### config.mk
export PLATFORM = sky130hd
export DESIGN_NAME = bkm_control_seq
export DESIGN_NICKNAME = d
export VERILOG_FILES = /design/src/rtl/bkm_control_seq.sv
export SDC_FILE = /design/constraint.sdc
export NUM_CORES = 1
export LEC_CHECK = 0
export CORE_ASPECT_RATIO = 1.4
export CORE_MARGIN = 3
export CORE_UTILIZATION = 45
export DETAILED_ROUTE_END_ITERATION = 12
export HOLD_SLACK_MARGIN = 0.02
export PLACE_DENSITY = 0.82
export REMOVE_ABC_BUFFERS = 1
export SLEW_MARGIN = 40
export SYNTH_ARGS = -nofsm -noshare
export SYNTH_HDL_FRONTEND = slang
export SYNTH_SLANG_ARGS = --single-unit
### constraint.sdc
create_clock -name clk -period 5.65 [get_ports clk]
set_input_delay 1.13 -clock clk [delete_from_list [all_inputs] [get_ports clk]]
set_output_delay 1.13 -clock clk [all_outputs]
set_load 0.01 [all_outputs]
### src/rtl/bkm_control_seq.sv
// bkm_control_seq: iteration sequencer for the BKM control path.
// Captures u_0/v_0, mode, format and n_last on an accepted start. It presents
// u_n, v_n, n, mode and format to the combinational bkm_control_step. It
// commits step_u_np1/step_v_np1 back into u_n/v_n for n = 0..n_last, then
// returns the final u/v together with a one-cycle done pulse.
//
// Ports:
//   clk, arst (async, active high), srst (sync, active high, gated by enable)
//   enable                 clock enable; all state and outputs hold when low
//   start                  start request, honoured only in IDLE
//   mode, format, n_last   run parameters, captured on accepted start
//   u_0, v_0               initial control words
//   step_u_np1, step_v_np1 next control words from bkm_control_step
//   step_mode, step_format, step_n, step_u_n, step_v_n   to bkm_control_step
//   busy                   high in ITER and DONE
//   done                   one-cycle pulse, u_res/v_res valid
//   u_res, v_res           final control words, held until overwritten
module bkm_control_seq #(
    parameter int unsigned W     = 64,
    parameter int unsigned LOG2W = 6,
    parameter int unsigned LOG2N = 6
) (
    input  logic               clk,
    input  logic               arst,
    input  logic               srst,
    input  logic               enable,
    input  logic               start,
    input  logic               mode,
    input  logic [1:0]         format,
    input  logic [LOG2N-1:0]   n_last,
    input  logic [W/4-1:0]     u_0,
    input  logic [W/4-1:0]     v_0,
    input  logic [W/4-1:0]     step_u_np1,
    input  logic [W/4-1:0]     step_v_np1,
    output logic               step_mode,
    output logic [1:0]         step_format,
    output logic [LOG2N-1:0]   step_n,
    output logic [W/4-1:0]     step_u_n,
    output logic [W/4-1:0]     step_v_n,
    output logic               busy,
    output logic               done,
    output logic [W/4-1:0]     u_res,
    output logic [W/4-1:0]     v_res
);

    localparam int unsigned CW = W / 4;

    // Elaboration guard: W and LOG2W must describe the same width.
    if ((1 << LOG2W) != W) begin : g_bad_width
        $error("bkm_control_seq: W must equal 2**LOG2W");
    end

    typedef enum logic [1:0] {
        S_IDLE = 2'd0,
        S_ITER = 2'd1,
        S_DONE = 2'd2
    } state_t;

    state_t             state_q, state_d;
    logic [LOG2N-1:0]   n_last_q, n_last_d;
    logic               mode_d;
    logic [1:0]         format_d;
    logic [LOG2N-1:0]   n_d;
    logic [CW-1:0]      u_d, v_d, u_res_d, v_res_d;
    logic               busy_d, done_d;

    // Next-state and next-output logic.
    always_comb begin
        state_d  = state_q;
        n_last_d = n_last_q;
        mode_d   = step_mode;
        format_d = step_format;
        n_d      = step_n;
        u_d      = step_u_n;
        v_d      = step_v_n;
        u_res_d  = u_res;
        v_res_d  = v_res;

        case (state_q)
            S_IDLE: begin
                if (start) begin
                    state_d  = S_ITER;
                    n_last_d = n_last;
                    mode_d   = mode;
                    format_d = format;
                    n_d      = '0;
                    u_d      = u_0;
                    v_d      = v_0;
                end
            end
            S_ITER: begin
                u_d = step_u_np1;
                v_d = step_v_np1;
                if (step_n == n_last_q) begin
                    // Last iteration: index holds so it never wraps past the maximum.
                    state_d = S_DONE;
                    u_res_d = step_u_np1;
                    v_res_d = step_v_np1;
                end else begin
                    n_d = step_n + LOG2N'(1);
                end
            end
            S_DONE: begin
                state_d = S_IDLE;
            end
            default: begin
                state_d = S_IDLE;
            end
        endcase

        // busy/done are decoded from the next state so they are registered.
        busy_d = (state_d != S_IDLE);
        done_d = (state_d == S_DONE);
    end

    // State and output registers; srst only acts on enabled edges.
    always_ff @(posedge clk or posedge arst) begin
        if (arst) begin
            state_q     <= S_IDLE;
            n_last_q    <= '0;
            step_mode   <= 1'b0;
            step_format <= '0;
            step_n      <= '0;
            step_u_n    <= '0;
            step_v_n    <= '0;
            busy        <= 1'b0;
            done        <= 1'b0;
            u_res       <= '0;
            v_res       <= '0;
        end else if (enable) begin
            if (srst) begin
                state_q     <= S_IDLE;
                n_last_q    <= '0;
                step_mode   <= 1'b0;
                step_format <= '0;
                step_n      <= '0;
                step_u_n    <= '0;
                step_v_n    <= '0;
                busy        <= 1'b0;
                done        <= 1'b0;
                u_res       <= '0;
                v_res       <= '0;
            end else begin
                state_q     <= state_d;
                n_last_q    <= n_last_d;
                step_mode   <= mode_d;
                step_format <= format_d;
                step_n      <= n_d;
                step_u_n    <= u_d;
                step_v_n    <= v_d;
                busy        <= busy_d;
                done        <= done_d;
                u_res       <= u_res_d;
                v_res       <= v_res_d;
            end
        end
    end

endmodule

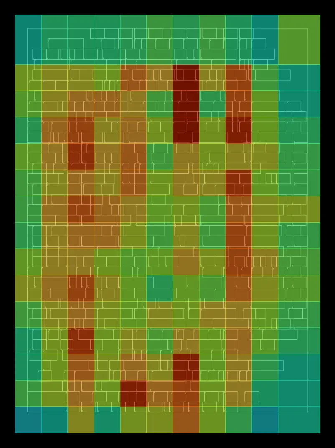
**Above:** run 1 (track usage over the die).
routing usage on met3: 5.16%
met1 track demand over resource in global routing: 30.2%
global routing met2 resource utilization: 36.9%
grt peak-use layer: met2

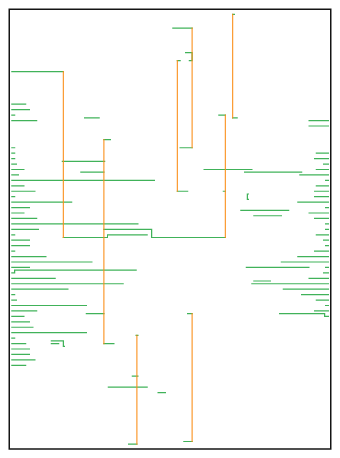
**Above:** run 1 (wiring by layer).
Drawn at 4 px/µm. Two of the layers only.
legend:
  metal 3:
    color: green
    wire_length: 695 µm
  metal 4:
    color: orange
    wire_length: 271 µm

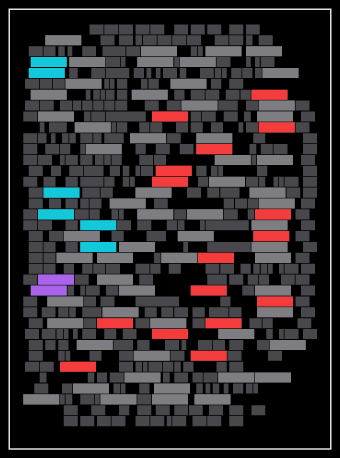
**Above:** run 1 (sequential cells grouped by signal name).
Drawn at 4 px/µm.
legend:
  u_res:
    color: red
    placed_flops: 16
  n_last_q:
    color: cyan
    placed_flops: 6
  step_format:
    color: purple
    placed_flops: 2
not colored: 59

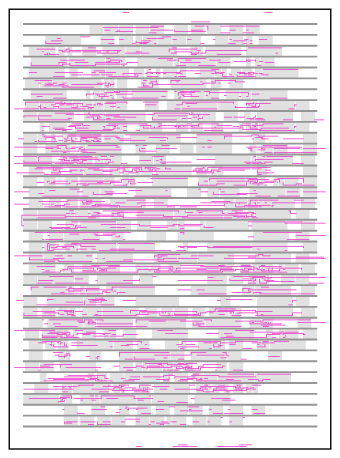
**Above:** run 1 (the metal 1 layer).
Drawn at 4 px/µm. Supply wires on this layer in gray.
wire length on this layer: 4060 µm
main direction: horizontal
longest straight run: 26.2 µm
share of all routed wire: 41%
nets with wire on the layer: 449

==> flow_metrics.py, run 1 <==
# Flow results
metrics = {
    "outcome": {
        "status": "complete, no violations",
    },
    "synth": {
        "post_synth_and_or_nand_nor_area_fraction_pct": 7.98,
        "number_of_synthesized_flops_with_an_enable_pin": 0,
        "yosys.area_share.adder_pct": 0.363,
        "synth.ff_latch_count": 83,
        "async_flop_share_pct": 100,
        "synth_compound_gate_area_share_pct": 25.3,
        "total_standard_cell_area_after_synthesis_um2": 3450,
        "number_of_instances_in_the_synthesized_netlist": 296,
        "ys_cells": 296,
        "logic_family": "AND-OR/OR-AND gates",
    },
    "route": {
        "postRouteAntennaNets": 0,
        "routedWlPerCell_um": 18.2,
        "route.vias.total": 3036,
        "dr.pass1.iters": 5,
        "avgViaCountPerCell": 5.58,
        "route.met2.wl_um": 4870,
        "maxUsedRoutingLayer": "met4",
        "routed-wl-met3_um": 694,
    },
    "worst_setup_path": {
        "cp.required_ps": 5940,
        "worstPathBufferInverterCount": 2,
        "critPathMaxStageDelay_ps": 590,
        "worstSetupPathType": "in -> reg",
        "cp_startpoint": "srst",
        "cpMaxStageDelayCell": "nor3_4",
        "worstPathCellList": "clkdlybuf4s50_1, nor2_1, and2_1, nand2_1, nor3_4, buf_4, a22o_1",
        "critPathLaunchType": "input port",
        "reg2reg_setup_slack_ps": 3530,
        "endpoint_kind": "flop",
        "crit-reg2reg-capture": "u_res[11]",
        "cpLargestDelayFamily": "simple AND/OR/NAND/NOR gates",
        "timing.critical_path.arrival_ps": 3260,
    },
    "cells_and_area": {
        "nNonClkBuffers": 158,
        "nClkBuffers": 9,
        "nNonClkInverters": 6,
        "final_layout_top_logic_cells": "clkdlybuf4s50_1, dfrtp_1, a22o_1",
        "filler_cell_count": 543,
        "area.share.sequential_pct": 39.3,
        "buffer_area_share_pct": 30.0,
        "instances_no_fill": 544,
        "antenna_cells_inserted": 0,
        "final_common_cell": "clkdlybuf4s50_1",
        "layout-area-overhead-vs-synth_pct": 53.4,
        "layout.nets": 522,
        "logic_area_um2": 1240,
        "seqCellArea_um2": 2080,
        "final_layout_size_suffix_gt1_share_pct": 6.94,
        "dominant_cells": "flip-flops and latches",
        "utilization_pct": 71.4,
        "area_share_clock_buf_inv_pct": 4.49,
    },
    "pwr": {
        "power_leakage_nw": 2.26,
        "netSwitchingFraction_pct": 31.9,
        "power_report.internal_total_mw": 1.45,
        "power.sequential.fraction_pct": 39.2,
        "pg_clk_mw": 0.509,
        "power_sequential_mw": 0.833,
        "share_of_total_power_in_combinational_logic_pct": 36.8,
        "total_switching_power_mw": 0.677,
        "power.share.clock_pct": 24.0,
        "power_group_with_the_highest_consumption": "sequential cells",
        "p_comb_mw": 0.781,
    },
    "floorplan": {
        "fp.dieH_um": 110,
        "num_rows": 37,
        "num_tap_cells": 97,
        "die-width_um": 80.0,
        "core_util_floorplan_pct": 46.6,
    },
    "sta": {
        "final_tns_setup_ps": 0,
        "setup_viol": 0,
        "timing_max_transition_violations_final": 0,
        "skew_ps": 8.03,
        "hold-worst-slack_ps": 485,
        "timing.final.ws_setup_ps": 2670,
        "number_of_hold_violations_in_the_final_report": 0,
        "max_slew.worst_pin.slew_ps": 706,
        "max_slew_margin_pct": 52.8,
    },
    "placed_design": {
        "detailed_place.area_um2": 5050,
        "numPortBuffers": 152,
        "routabilityCongestion": 0.802,
        "dp.cells": 529,
        "post-place-ws_ps": 2310,
    },
    "clocking": {
        "post_cts.repair.setup_buffers": 0,
        "post_cts_hold_buffer_count": 0,
        "clock-root-buffer": "clkbuf_8",
        "clockBufferDepth": 2,
        "clock.latency.late_pin_ps": 350,
        "clock_tree_from_tritoncts": "built",
        "cts_num_sinks": 83,
        "clkSlewWorstSetupHoldPaths_ps": 80,
    },
    "flow_run": {
        "openroad_warnings": 25,
        "cap_violations": 0,
    },
    "global_routing": {
        "globalRouteOverflowTotal": 0,
        "grt_start_max_net_pins": 47,
        "total_grt_usage_pct": 23.1,
    },
    "hold_path": {
        "min-delay-path-class": "reg -> reg",
        "hold_path.startpoint": "done",
        "whs_path_depth": 1,
    },
}
[run 1: synth_stat cells (2+ instances only)]
library cell | instances | area share, %
dfrtp_1 | 83 | 60
a22o_1 | 41 | 10
nand2_1 | 38 | 4.1
o21ai_0 | 33 | 4.8
a22oi_1 | 32 | 7.0
buf_2 | 8 | 1.2
clkbuf_1 | 8 | 0.87
inv_1 | 6 | 0.65
xnor2_1 | 6 | 1.5
nand3_1 | 4 | 0.58
a21oi_1 | 3 | 0.44
buf_4 | 3 | 0.65
buf_6 | 3 | 0.98
a21o_1 | 2 | 0.44
o211ai_1 | 2 | 0.44
o311ai_0 | 2 | 0.51
o31ai_1 | 2 | 0.44
or2_1 | 2 | 0.36
or4_1 | 2 | 0.44
==> run 2: changes to the inputs <==
Settings changed: CORE_UTILIZATION 45 to 42, PLACE_DENSITY 0.82 to 0.77.
Clock period 5.65 ns to 3 ns, I/O delays scaled along.
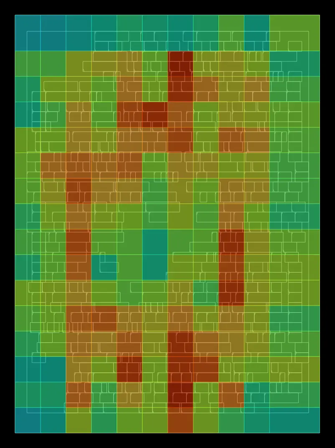
**Above:** run 2 (track usage over the die).
met1 track demand over resource in global routing: 26.0%
routing usage on met3: 4.86%
Final Core Density: 66.9%
global routing met2 resource utilization: 36.7%

==> run 2 against run 1 <==
Non-clock buffer count grew 2; cell count grew 0.74%; routed wire length shrank 0.91%.
==> flow_metrics.py, run 2 <==
# Flow results
metrics = {
    "cells_and_area": {
        "layout.nets": 524,
        "final_common_cell": "clkdlybuf4s50_1",
        "area_share_clock_buf_inv_pct": 3.72,
        "antenna_cells_inserted": 0,
        "nNonClkInverters": 6,
        "area.share.sequential_pct": 39.3,
        "final_layout_size_suffix_gt1_share_pct": 6.70,
        "layout-area-overhead-vs-synth_pct": 53.2,
        "filler_cell_count": 653,
        "logic_area_um2": 1250,
        "nNonClkBuffers": 160,
        "dominant_cells": "flip-flops and latches",
    },
    "placed_design": {
        "post-place-ws_ps": 368,
        "routabilityCongestion": 0.823,
    },
    "worst_setup_path": {
        "crit-reg2reg-capture": "u_res[1]",
        "worstSetupPathType": "in -> reg",
        "cp.required_ps": 3280,
        "timing.critical_path.arrival_ps": 2540,
        "reg2reg_setup_slack_ps": 1030,
        "critPathMaxStageDelay_ps": 560,
        "cp_startpoint": "srst",
        "cpMaxStageDelayCell": "clkdlybuf4s50_1",
        "worstPathCellList": "clkdlybuf4s50_1, nor2_1, and2_1, nand2_1, nor3_4, buf_12, a22o_1",
        "endpoint_kind": "flop",
    },
    "synth": {
        "synth_top_cell_by_count": "dfrtp_1",
        "total_standard_cell_area_after_synthesis_um2": 3450,
        "yosys.area_share.adder_pct": 0.363,
        "number_of_instances_in_the_synthesized_netlist": 296,
        "top_cells_by_count": "dfrtp_1, a22o_1, nand2_1",
        "logic_family": "AND-OR/OR-AND gates",
        "post_synth_and_or_nand_nor_area_fraction_pct": 7.98,
        "async_flop_share_pct": 100,
        "number_of_synthesized_flops_with_an_enable_pin": 0,
        "synth_compound_gate_area_share_pct": 25.3,
    },
    "pwr": {
        "power_leakage_nw": 2.25,
    },
    "sta": {
        "max_slew_margin_pct": 53.5,
        "timing.final.ws_setup_ps": 742,
        "max_slew.worst_pin.slew_ps": 697,
        "timing_max_transition_violations_final": 0,
    },
    "hold_path": {
        "hold_path.startpoint": "step_u_n[13]",
        "min-delay-path-class": "reg -> reg",
        "whs_path_depth": 2,
    },
    "clocking": {
        "post_cts.repair.setup_buffers": 0,
        "clockBufferDepth": 2,
        "clock.latency.late_pin_ps": 340,
        "post_cts_hold_buffer_count": 0,
        "clock_tree_from_tritoncts": "built",
        "clock-root-buffer": "clkbuf_8",
    },
    "route": {
        "avgViaCountPerCell": 5.47,
        "routed-wl-met3_um": 664,
        "route.vias.total": 3000,
        "route.met2.wl_um": 5190,
        "dr.pass1.iters": 4,
        "maxUsedRoutingLayer": "met4",
        "postRouteAntennaNets": 0,
        "routedWlPerCell_um": 17.9,
    },
    "global_routing": {
        "grt_peak_use_layer": "met2",
        "grt_start_max_net_pins": 51,
        "total_grt_usage_pct": 21.3,
    },
    "floorplan": {
        "core_util_floorplan_pct": 43.7,
        "fp.dieH_um": 113,
        "die-width_um": 82.6,
    },
    "outcome": {
        "status": "complete, no violations",
    },
    "flow_run": {
        "cap_violations": 0,
        "openroad_warnings": 25,
    },
}
run 2: critical path: cells and delay by family:
| kind | cells | cell delay, ps |
|---|---|---|
| AOI/OAI and AO/OA | 1 | 150 |
| and+or+nand+nor | 4 | 960 |
| buffers and inverters | 2 | 790 |
run 2: power by group:
group	internal, mW	leakage (nW)	switching [mW]
clock	0.459	0.0992	0.362
sequential	1.39	1.12	0.169
combinational	0.780	1.04	0.695
run 2: kinds of logic after synthesis:
logic type,Yosys count
simple gates,56
buf+inv,28
xor+xnor,6
mux,1
flops,83
fa+ha+maj,1
compound gates,121
run 2: through the flow:
step | cells | TNS (ps) | instance area [µm²]
after global placement | 534 | 0 | 5080
after detailed placement | 534 | 0 | 5080
after floorplan | 274 | -12630 | 3320
after CTS | 548 | 0 | 5270
after global routing | 548 | 0 | 5280
final | 548 | 0 | 5280
No activity file was given, so power comes from the tool's default toggle rates.
